`config.mk`:
```
export PLATFORM = sky130hd
export DESIGN_NAME = writeback_regfile_flat
export DESIGN_NICKNAME = d
export VERILOG_FILES = /design/src/rtl/writeback_regfile_pkg.sv /design/src/rtl/writeback_regfile_if.sv /design/src/rtl/writeback_regfile_regfile.sv /design/src/rtl/writeback_regfile.sv /design/src/flat_wrapper.sv
export SDC_FILE = /design/constraint.sdc
export NUM_CORES = 1
export LEC_CHECK = 0
export CAP_MARGIN = 20
export CORE_UTILIZATION = 31
export CTS_BUF_LIST = sky130_fd_sc_hd__clkbuf_2
export CTS_CLUSTER_DIAMETER = 120
export CTS_CLUSTER_SIZE = 20
export DETAILED_ROUTE_END_ITERATION = 8
export GPL_TIMING_DRIVEN = 0
export PLACE_DENSITY_LB_ADDON = 0.1
export SETUP_SLACK_MARGIN = 0.4
export SLEW_MARGIN = 20
export SYNTH_ARGS = -nofsm -noshare
export SYNTH_HDL_FRONTEND = slang
export SYNTH_SLANG_ARGS = --single-unit
```
`constraint.sdc`:
```
create_clock -name clk -period 10.45 [get_ports clk]
set_clock_uncertainty 0.15 [all_clocks]
set_input_delay 2.6125 -clock clk [delete_from_list [all_inputs] [get_ports clk]]
set_output_delay 2.6125 -clock clk [all_outputs]
set_load 0.005 [all_outputs]
```
`src/rtl/writeback_regfile_pkg.sv`:
```
// rtl/writeback_regfile_pkg.sv - shared constants for the writeback stage (PSR bits, PC register, reset CPSR)
package writeback_regfile_pkg;

  // Processor mode field encoding (CPSR[4:0])
  localparam logic [4:0] MODE_USR = 5'b10000;
  localparam logic [4:0] MODE_SVC = 5'b10011;

  // CPSR control bit positions
  localparam int CPSR_T_BIT = 5;
  localparam int CPSR_F_BIT = 6;
  localparam int CPSR_I_BIT = 7;

  // Register number whose commit redirects Fetch
  localparam logic [3:0] PC_REG_NUM = 4'd15;

  // Build a CPSR value from mode and interrupt-disable flags
  function automatic logic [31:0] make_cpsr(input logic [4:0] mode, input logic irq_off,
                                            input logic fiq_off);
    logic [31:0] v;
    v             = 32'h0;
    v[4:0]        = mode;
    v[CPSR_T_BIT] = 1'b0;
    v[CPSR_F_BIT] = fiq_off;
    v[CPSR_I_BIT] = irq_off;
    return v;
  endfunction

  // Reset state: supervisor mode with IRQ and FIQ masked (32'h000000D3)
  localparam logic [31:0] CPSR_RESET = make_cpsr(MODE_SVC, 1'b1, 1'b1);

  // Mode used when a caller asks for an unprivileged PSR template
  localparam logic [31:0] CPSR_USER = make_cpsr(MODE_USR, 1'b0, 1'b0);

endpackage

```
`src/rtl/writeback_regfile_if.sv`:
```
// rtl/writeback_regfile_if.sv - Execute result bundle and Issue read-port bus into the writeback stage
interface writeback_regfile_if #(
  parameter int DATA_W = 32
) ();

  // Result bundle from Execute
  logic              stall;
  logic              inbubble;
  logic              write_reg;
  logic [3:0]        write_num;
  logic [DATA_W-1:0] write_data;
  logic [DATA_W-1:0] incpsr;
  logic [DATA_W-1:0] inspsr;

  // Operand read ports serving Issue (Rn, Rm, Rs)
  logic [3:0]        rd0_num;
  logic [3:0]        rd1_num;
  logic [3:0]        rd2_num;
  logic [DATA_W-1:0] rd0_data;
  logic [DATA_W-1:0] rd1_data;
  logic [DATA_W-1:0] rd2_data;

  modport master (
    output stall, inbubble, write_reg, write_num, write_data, incpsr, inspsr,
    output rd0_num, rd1_num, rd2_num,
    input  rd0_data, rd1_data, rd2_data
  );

  modport slave (
    input  stall, inbubble, write_reg, write_num, write_data, incpsr, inspsr,
    input  rd0_num, rd1_num, rd2_num,
    output rd0_data, rd1_data, rd2_data
  );

endinterface

```
`src/rtl/writeback_regfile_regfile.sv`:
```
// rtl/writeback_regfile_regfile.sv - regfile_16x32: 16-entry register array, 1 write port, 3 async read ports
module regfile_16x32 #(
  parameter int DATA_W = 32
) (
  input  logic              clk,
  input  logic              Nrst,
  input  logic              i_we,
  input  logic [3:0]        i_waddr,
  input  logic [DATA_W-1:0] i_wdata,
  input  logic [3:0]        i_raddr0,
  input  logic [3:0]        i_raddr1,
  input  logic [3:0]        i_raddr2,
  output logic [DATA_W-1:0] o_rdata0,
  output logic [DATA_W-1:0] o_rdata1,
  output logic [DATA_W-1:0] o_rdata2
);

  logic [DATA_W-1:0] r_regs [16];

  // Array update: clear everything on reset, otherwise write one entry when enabled
  always_ff @(posedge clk or negedge Nrst) begin
    if (!Nrst) begin
      for (int i = 0; i < 16; i++) begin
        r_regs[i] <= '0;
      end
    end else if (i_we) begin
      r_regs[i_waddr] <= i_wdata;
    end
  end

  assign o_rdata0 = r_regs[i_raddr0];
  assign o_rdata1 = r_regs[i_raddr1];
  assign o_rdata2 = r_regs[i_raddr2];

endmodule

```
`src/rtl/writeback_regfile.sv`:
```
// rtl/writeback_regfile.sv - writeback stage: register/PSR commit, bypassed reads, r15 redirect; optional WB_PERFCNT_EN retire counter
module writeback_regfile
  import writeback_regfile_pkg::*;
#(
  parameter int         DATA_W    = 32,
  parameter logic [3:0] PC_REG    = PC_REG_NUM,
  parameter int         PERFCNT_W = 32
) (
  input  logic                 clk,
  input  logic                 Nrst,
  writeback_regfile_if.slave   wb,
  output logic [DATA_W-1:0]    cpsr,
  output logic [DATA_W-1:0]    spsr,
  output logic                 jmp,
`ifdef WB_PERFCNT_EN
  output logic [DATA_W-1:0]    jmppc,
  output logic [PERFCNT_W-1:0] retired
`else
  output logic [DATA_W-1:0]    jmppc
`endif
);

  logic              w_commit;
  logic              w_wen;
  logic              w_pc_write;
  logic [DATA_W-1:0] w_rf_rd0;
  logic [DATA_W-1:0] w_rf_rd1;
  logic [DATA_W-1:0] w_rf_rd2;

  logic [DATA_W-1:0] r_cpsr;
  logic [DATA_W-1:0] r_spsr;
  logic              r_jmp;
  logic [DATA_W-1:0] r_jmppc;

  // A bundle commits only when it is real and the pipeline is moving; a
  // stalled bundle is presented again, so it must not act until released.
  assign w_commit   = !wb.stall && !wb.inbubble;
  assign w_wen      = w_commit && wb.write_reg;
  assign w_pc_write = w_wen && (wb.write_num == PC_REG);

  regfile_16x32 #(
    .DATA_W (DATA_W)
  ) u_regfile (
    .clk      (clk),
    .Nrst     (Nrst),
    .i_we     (w_wen),
    .i_waddr  (wb.write_num),
    .i_wdata  (wb.write_data),
    .i_raddr0 (wb.rd0_num),
    .i_raddr1 (wb.rd1_num),
    .i_raddr2 (wb.rd2_num),
    .o_rdata0 (w_rf_rd0),
    .o_rdata1 (w_rf_rd1),
    .o_rdata2 (w_rf_rd2)
  );

  // Same-cycle bypass: a committing write wins over the stored value,
  // r15 included (Issue applies the pipeline offset on its side).
  assign wb.rd0_data = (w_wen && (wb.write_num == wb.rd0_num)) ? wb.write_data : w_rf_rd0;
  assign wb.rd1_data = (w_wen && (wb.write_num == wb.rd1_num)) ? wb.write_data : w_rf_rd1;
  assign wb.rd2_data = (w_wen && (wb.write_num == wb.rd2_num)) ? wb.write_data : w_rf_rd2;

  // PSR commit: take Execute's values on every commit, hold otherwise
  always_ff @(posedge clk or negedge Nrst) begin
    if (!Nrst) begin
      r_cpsr <= DATA_W'(CPSR_RESET);
      r_spsr <= '0;
    end else if (w_commit) begin
      r_cpsr <= wb.incpsr;
      r_spsr <= wb.inspsr;
    end
  end

  // Redirect: one-cycle pulse per committed r15 write, target word-aligned
  always_ff @(posedge clk or negedge Nrst) begin
    if (!Nrst) begin
      r_jmp   <= 1'b0;
      r_jmppc <= '0;
    end else begin
      r_jmp <= w_pc_write;
      if (w_pc_write) begin
        r_jmppc <= wb.write_data & ~DATA_W'(3);
      end
    end
  end

  assign cpsr  = r_cpsr;
  assign spsr  = r_spsr;
  assign jmp   = r_jmp;
  assign jmppc = r_jmppc;

`ifdef WB_PERFCNT_EN
  logic [PERFCNT_W-1:0] r_retired;

  // Retire counter: one per committed bundle, wraps naturally
  always_ff @(posedge clk or negedge Nrst) begin
    if (!Nrst) begin
      r_retired <= '0;
    end else if (w_commit) begin
      r_retired <= r_retired + PERFCNT_W'(1);
    end
  end

  assign retired = r_retired;
`else
  localparam int p_unused_perfcnt_w = PERFCNT_W;
`endif

endmodule

```
`src/flat_wrapper.sv`:
```
// flat-port wrapper written by rule: the top's interface ports become plain ports
module writeback_regfile_flat import writeback_regfile_pkg::*;
#(
  parameter int         DATA_W    = 32,
  parameter logic [3:0] PC_REG    = PC_REG_NUM,
  parameter int         PERFCNT_W = 32
)
  (clk, Nrst, cpsr, spsr, jmp, jmppc, wb_stall, wb_inbubble, wb_write_reg, wb_write_num, wb_write_data, wb_incpsr, wb_inspsr, wb_rd0_num, wb_rd1_num, wb_rd2_num, wb_rd0_data, wb_rd1_data, wb_rd2_data);
  writeback_regfile_if #(.DATA_W(DATA_W)) wb_i ();
  input  logic clk;
  input  logic Nrst;
  output logic [DATA_W-1:0] cpsr;
  output logic [DATA_W-1:0] spsr;
  output logic jmp;
  output logic [DATA_W-1:0] jmppc;
  input wire logic [$bits(wb_i.stall)-1:0] wb_stall;
  input wire logic [$bits(wb_i.inbubble)-1:0] wb_inbubble;
  input wire logic [$bits(wb_i.write_reg)-1:0] wb_write_reg;
  input wire logic [$bits(wb_i.write_num)-1:0] wb_write_num;
  input wire logic [$bits(wb_i.write_data)-1:0] wb_write_data;
  input wire logic [$bits(wb_i.incpsr)-1:0] wb_incpsr;
  input wire logic [$bits(wb_i.inspsr)-1:0] wb_inspsr;
  input wire logic [$bits(wb_i.rd0_num)-1:0] wb_rd0_num;
  input wire logic [$bits(wb_i.rd1_num)-1:0] wb_rd1_num;
  input wire logic [$bits(wb_i.rd2_num)-1:0] wb_rd2_num;
  output wire logic [$bits(wb_i.rd0_data)-1:0] wb_rd0_data;
  output wire logic [$bits(wb_i.rd1_data)-1:0] wb_rd1_data;
  output wire logic [$bits(wb_i.rd2_data)-1:0] wb_rd2_data;
  assign wb_i.stall = wb_stall;
  assign wb_i.inbubble = wb_inbubble;
  assign wb_i.write_reg = wb_write_reg;
  assign wb_i.write_num = wb_write_num;
  assign wb_i.write_data = wb_write_data;
  assign wb_i.incpsr = wb_incpsr;
  assign wb_i.inspsr = wb_inspsr;
  assign wb_i.rd0_num = wb_rd0_num;
  assign wb_i.rd1_num = wb_rd1_num;
  assign wb_i.rd2_num = wb_rd2_num;
  assign wb_rd0_data = wb_i.rd0_data;
  assign wb_rd1_data = wb_i.rd1_data;
  assign wb_rd2_data = wb_i.rd2_data;
  writeback_regfile #(.DATA_W(DATA_W), .PC_REG(PC_REG), .PERFCNT_W(PERFCNT_W)) u_core (.clk(clk), .Nrst(Nrst), .wb(wb_i), .cpsr(cpsr), .spsr(spsr), .jmp(jmp), .jmppc(jmppc));
endmodule
```
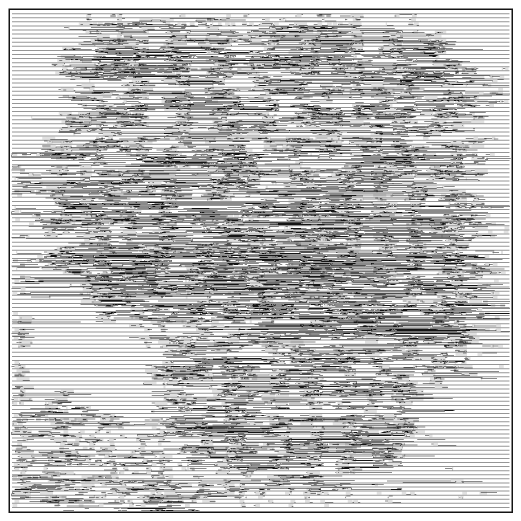
run_1/m1.png
Drawn at 1.5 px/um. Supply wires on this layer in gray. Cells faint in the background.
nets with wire on the layer	2,524
wire length on this layer	60.6 mm
main direction	horizontal
via count: 23,927
global routing usage on met1: 35.01%
final wirelength: 142,100 um

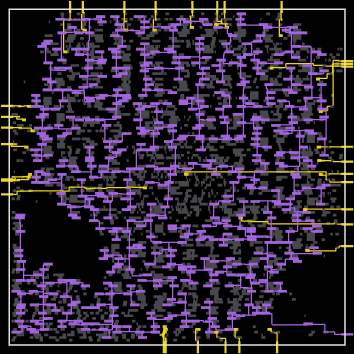
run_1/port_trees.png
Drawn at 1 px/um.
color	port	direction	end cells	buffers	wire
yellow	wb_rd1_data	output	32	32	1,220 um
purple	Nrst	input	577	7	5,530 um

==> deck_impl_summary.md, run 1 <==
Flow Results at a Glance

Pwr
  • Clock group: 928 uW
  • Flop pwr share: 52.6%
  • Worst VDD drop: 73.23 uV
  • Sw Pwr: 1735 uW
  • Part of the power in the clock network: 17.3%
  • Sequential power: 2820 uW

Final layout
  • Share of layout cells above drive strength 1: 49.15%
  • Post-Layout Cell Count: 4,074
  • Final Net Count: 2,699
  • Top cells excl fill/tap: 664 x mux2_2, 572 x dfrtp_1, 387 x mux4_2
  • Most flop-heavy register: u_core.u_regfile.r_regs
  • Layout area overhead: 14.90%
  • Most used logic cell in the final layout: mux2_2

Min path
  • Hold/Removal Path Class: flop to flop

Status
  • Status: finished, final reports clean

Setup path
  • RR Startpoint: u_core.u_regfile.r_regs[10]
  • CP most frequent cell: buf_2
  • WP data required: 7690 ps
  • Crit path kind: input port to primary output

Clocking
  • Hold Buf Count CTS: 0
  • Later-pin clock latency in the skew report: 1200 ps
  • Clk Tree Root Cell: clkbuf_2
  • Post-CTS Setup Inserts: 0

Global routing
  • Gr usage total: 25.34%
  • Antenna violations before repair: 7
  • Largest net degree at the start of global routing: 96

Yosys
  • Mux area share: 47.57%
  • Top-area cell share: 41.81%
  • Distinct lib cells: 31
  • Mean Syn Cell Area: 15.11 um2
  • Largest family of logic cells by area: multiplexers
  • Netlist Area Pre-Place: 0.03423 mm2
  • Sequential area share after synthesis: 42.20%

Job
  • OpenROAD warnings: 26
  • Max-cap violations: 0

Floorplan
  • Core area: 0.1092 mm2
  • Floorplan die width: 334.3 um

Placement
  • Dpl ws: 1253 ps
  • Placed cell areas: 0.03900 mm2

Timing
  • Max transition margin: 14.24%
  • # setup viols final: 0
  • Actual slew at the worst max-slew pin: 1286 ps
  • Period Utilization, post-route: 87.58%
  • Fmax: 109.3 MHz
  • Setup TNS: 0 ps

Routing
  • Number of remaining DRC errors: 0
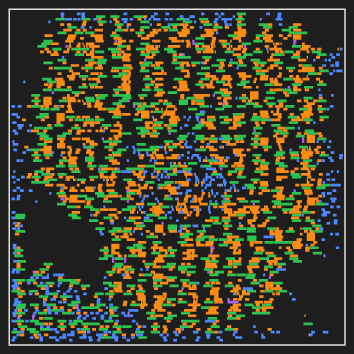
run_1/class_map.png
Drawn at 1 px/um.
color	class	cells	share of their area
orange	remaining logic cells	1,400	49%
green	registers	577	39%
blue	remaining buffers and delay cells	568	12%
purple	clock drivers and dummy loads	47	0.71%

-- run 1: critical path, delay by kind of cell --
kind / cells / cell delay (ps)
buffers and inverters: 5 / 2720
AND/OR/NAND/NOR: 1 / 470
multiplexers: 1 / 390
XOR/XNOR: 1 / 150
-- run 1: final cells by class --
cell class | count | area (um2)
Antenna cell | 6 | 15.01
Buffer | 289 | 1408
Clock buffer | 42 | 210.2
Clock inverter | 5 | 55.05
Fill cell | 10455 | 69820
Inverter | 1 | 3.754
Multi-Input combinational cell | 1399 | 18430
Sequential cell | 577 | 14450
Tap cell | 1476 | 1847
Timing Repair Buffer | 279 | 2925
-- run 1: routing by layer --
layer,wire length (um),global-route usage (%),up-vias
li1,-,-,9489
met4,4986,8.628,8
met3,11370,5.793,236
met5,40,0,-
met2,65050,39.07,1127
met1,60640,35.01,13067
==> run 1 -> run 2 <==
- SLEW_MARGIN: 20 -> unset
- SYNTH_HIERARCHICAL: unset -> 1
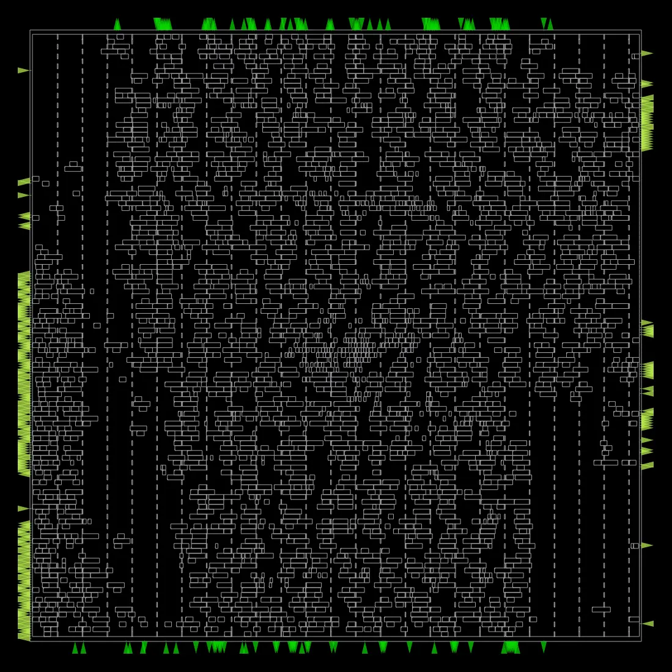
run_2/placed.png
Post-Layout Cell Count: 4,166
Core Util, Final: 36.38%

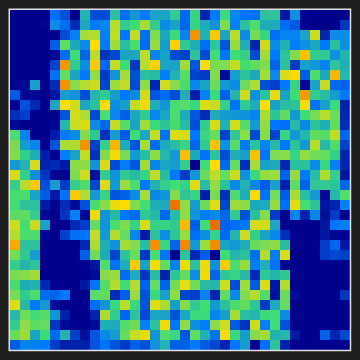
run_2/util_map.png
Drawn at 1 px/um. The die is cut into 34 by 34 equal tiles; dark blue is low, red is high, 0 to 100% covered.
mean over tiles	34%
emptiest ninth of the die	south-east
tiles over 75% full	2.6%
nearly empty tiles	15%
fullest tile	88%
core area: 0.1128 mm2
Initial Utilization: 31.34%

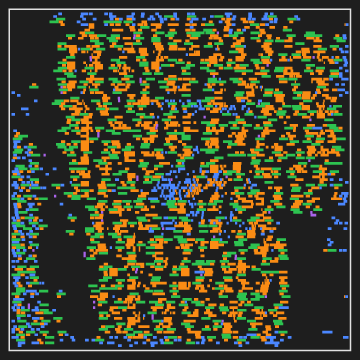
run_2/class_map.png
Drawn at 1 px/um.
Seq/total area: 37.03%
Final Instance Area: 0.04104 mm2
Core Rows: 123

==> run 2 against run 1 <==
Against the previous run:
- global-route usage is 1.0 points lower
- die size is 3.3% higher
- register-to-register slack better by 70 ps
- power is 3.8% higher
- sequential share of layout area is 0.31 points higher
- sequential power is 5% higher
- clock power is 2.4% higher
- utilization is 0.34 points higher
- design area is 4.3% higher
- clock-buffer cell count is 7 higher
- combinational power is 3% higher
- largest power group unchanged
- highest routed layer unchanged
==> deck_impl_summary.md, run 2 <==
Flow Results at a Glance

Pwr
  • Sw Pwr: 1777 uW (+2.4%)
  • Flop pwr share: 53.0% (+0.4 points)
  • Sequential power: 2950 uW (+5%)
  • Part of the power in the clock network: 17.1% (-0.2 points)

Final layout
  • Final clock-cell share: 0.6555% (-0.019 points)
  • Inverters: 1 (unchanged)
  • Signal buf overhead: 11.20% (+0.18 points)
  • Most flop-heavy register: u_core/u_regfile/r_regs
  • # diodes: 8 (+2)
  • Share of layout cells above drive strength 1: 46.54% (-2.6 points)
  • Signal buffers: 564 (-0.70%)
  • Comb area: 0.01908 mm2 (+3.5%)
  • Seq cells: 607 (+5.2%)
  • FILL cells: 10,772 (+3.0%)
  • Layout area overhead: 16.07%
  • Most used logic cell in the final layout: dfrtp_1
  • MI comb cells: 1,434 (+2.5%)
  • Flop area: 0.01520 mm2 (+5.2%)
  • Biggest Area Class: multi-input combinational cells

Placement
  • Placed cell areas: 0.04073 mm2 (+4.4%)
  • Dpl ws: 1094 ps (-158.5 ps)

Setup path
  • Critical path depth: 8 (unchanged)
  • RR Startpoint: u_core/u_regfile/r_regs[254]
  • Crit path kind: input port to primary output
  • Worst path bufs/invs: 4 (-1)
  • WP data required: 7690 ps (about the same)

Routing
  • Via count: 24,597 (+2.8%)
  • Number of remaining DRC errors: 0 (unchanged)
  • Final wirelength: 141,200 um (-0.61%)

Yosys
  • Netlist Area Pre-Place: 0.03535 mm2 (+3.3%)
  • Mean Syn Cell Area: 15.53 um2 (+2.7%)
  • Top-area cell share: 42.61% (+0.80 points)
  • Mux area share: 47.78% (+0.21 points)
  • Distinct lib cells: 28 (-9.7%)
  • Largest family of logic cells by area: multiplexers

Clocking
  • Hold Buf Count CTS: 0 (unchanged)
  • Post-CTS Setup Inserts: 0 (unchanged)
  • Later-pin clock latency in the skew report: 1300 ps (+100 ps)

Timing
  • Setup TNS: 0 ps (unchanged)
  • Actual slew at the worst max-slew pin: 1308 ps (+21.16 ps)
  • Fmax: 106.4 MHz (-2.6%)
  • Period Utilization, post-route: 89.92% (+2.3 points)
  • # setup viols final: 0 (unchanged)

Job
  • Max-cap violations: 0 (unchanged)
  • OpenROAD warnings: 33 (+27%)

Min path
  • Hold/Removal Path Class: flop to flop

Global routing
  • Antenna violations before repair: 5 (-2)
  • Largest net degree at the start of global routing: 109 (+14%)

Status
  • Status: finished, final reports clean

Floorplan
  • Tap Count: 1,500 (+1.6%)
## run 2: cell types whose count changed after synthesis, sizes merged, moves of 3 or more
cell | before | now
mux4 | 387 | 384
clkbuf | 107 | 120
mux2 | 672 | 702
nor3 | 5 | 0
nor4 | 0 | 3
buf | 182 | 116
nor2 | 11 | 15
xnor2 | 6 | 0
nand3 | 5 | 1
a22oi | 186 | 192
dfrtp | 572 | 602
xor2 | 6 | 12
nand3b | 1 | 4
## run 2: routing by layer
| layer | vias to the layer above | track usage, % | routed length (um) |
|---|---|---|---|
| met5 | - | 0 | 24 |
| met3 | 285 | 5.393 | 10410 |
| met2 | 1209 | 38.19 | 65380 |
| met1 | 13373 | 32.45 | 59100 |
| met4 | 4 | 9.882 | 6308 |
| li1 | 9726 | - | - |
Power figures rest on the tool's default switching activity, not on a simulated workload.
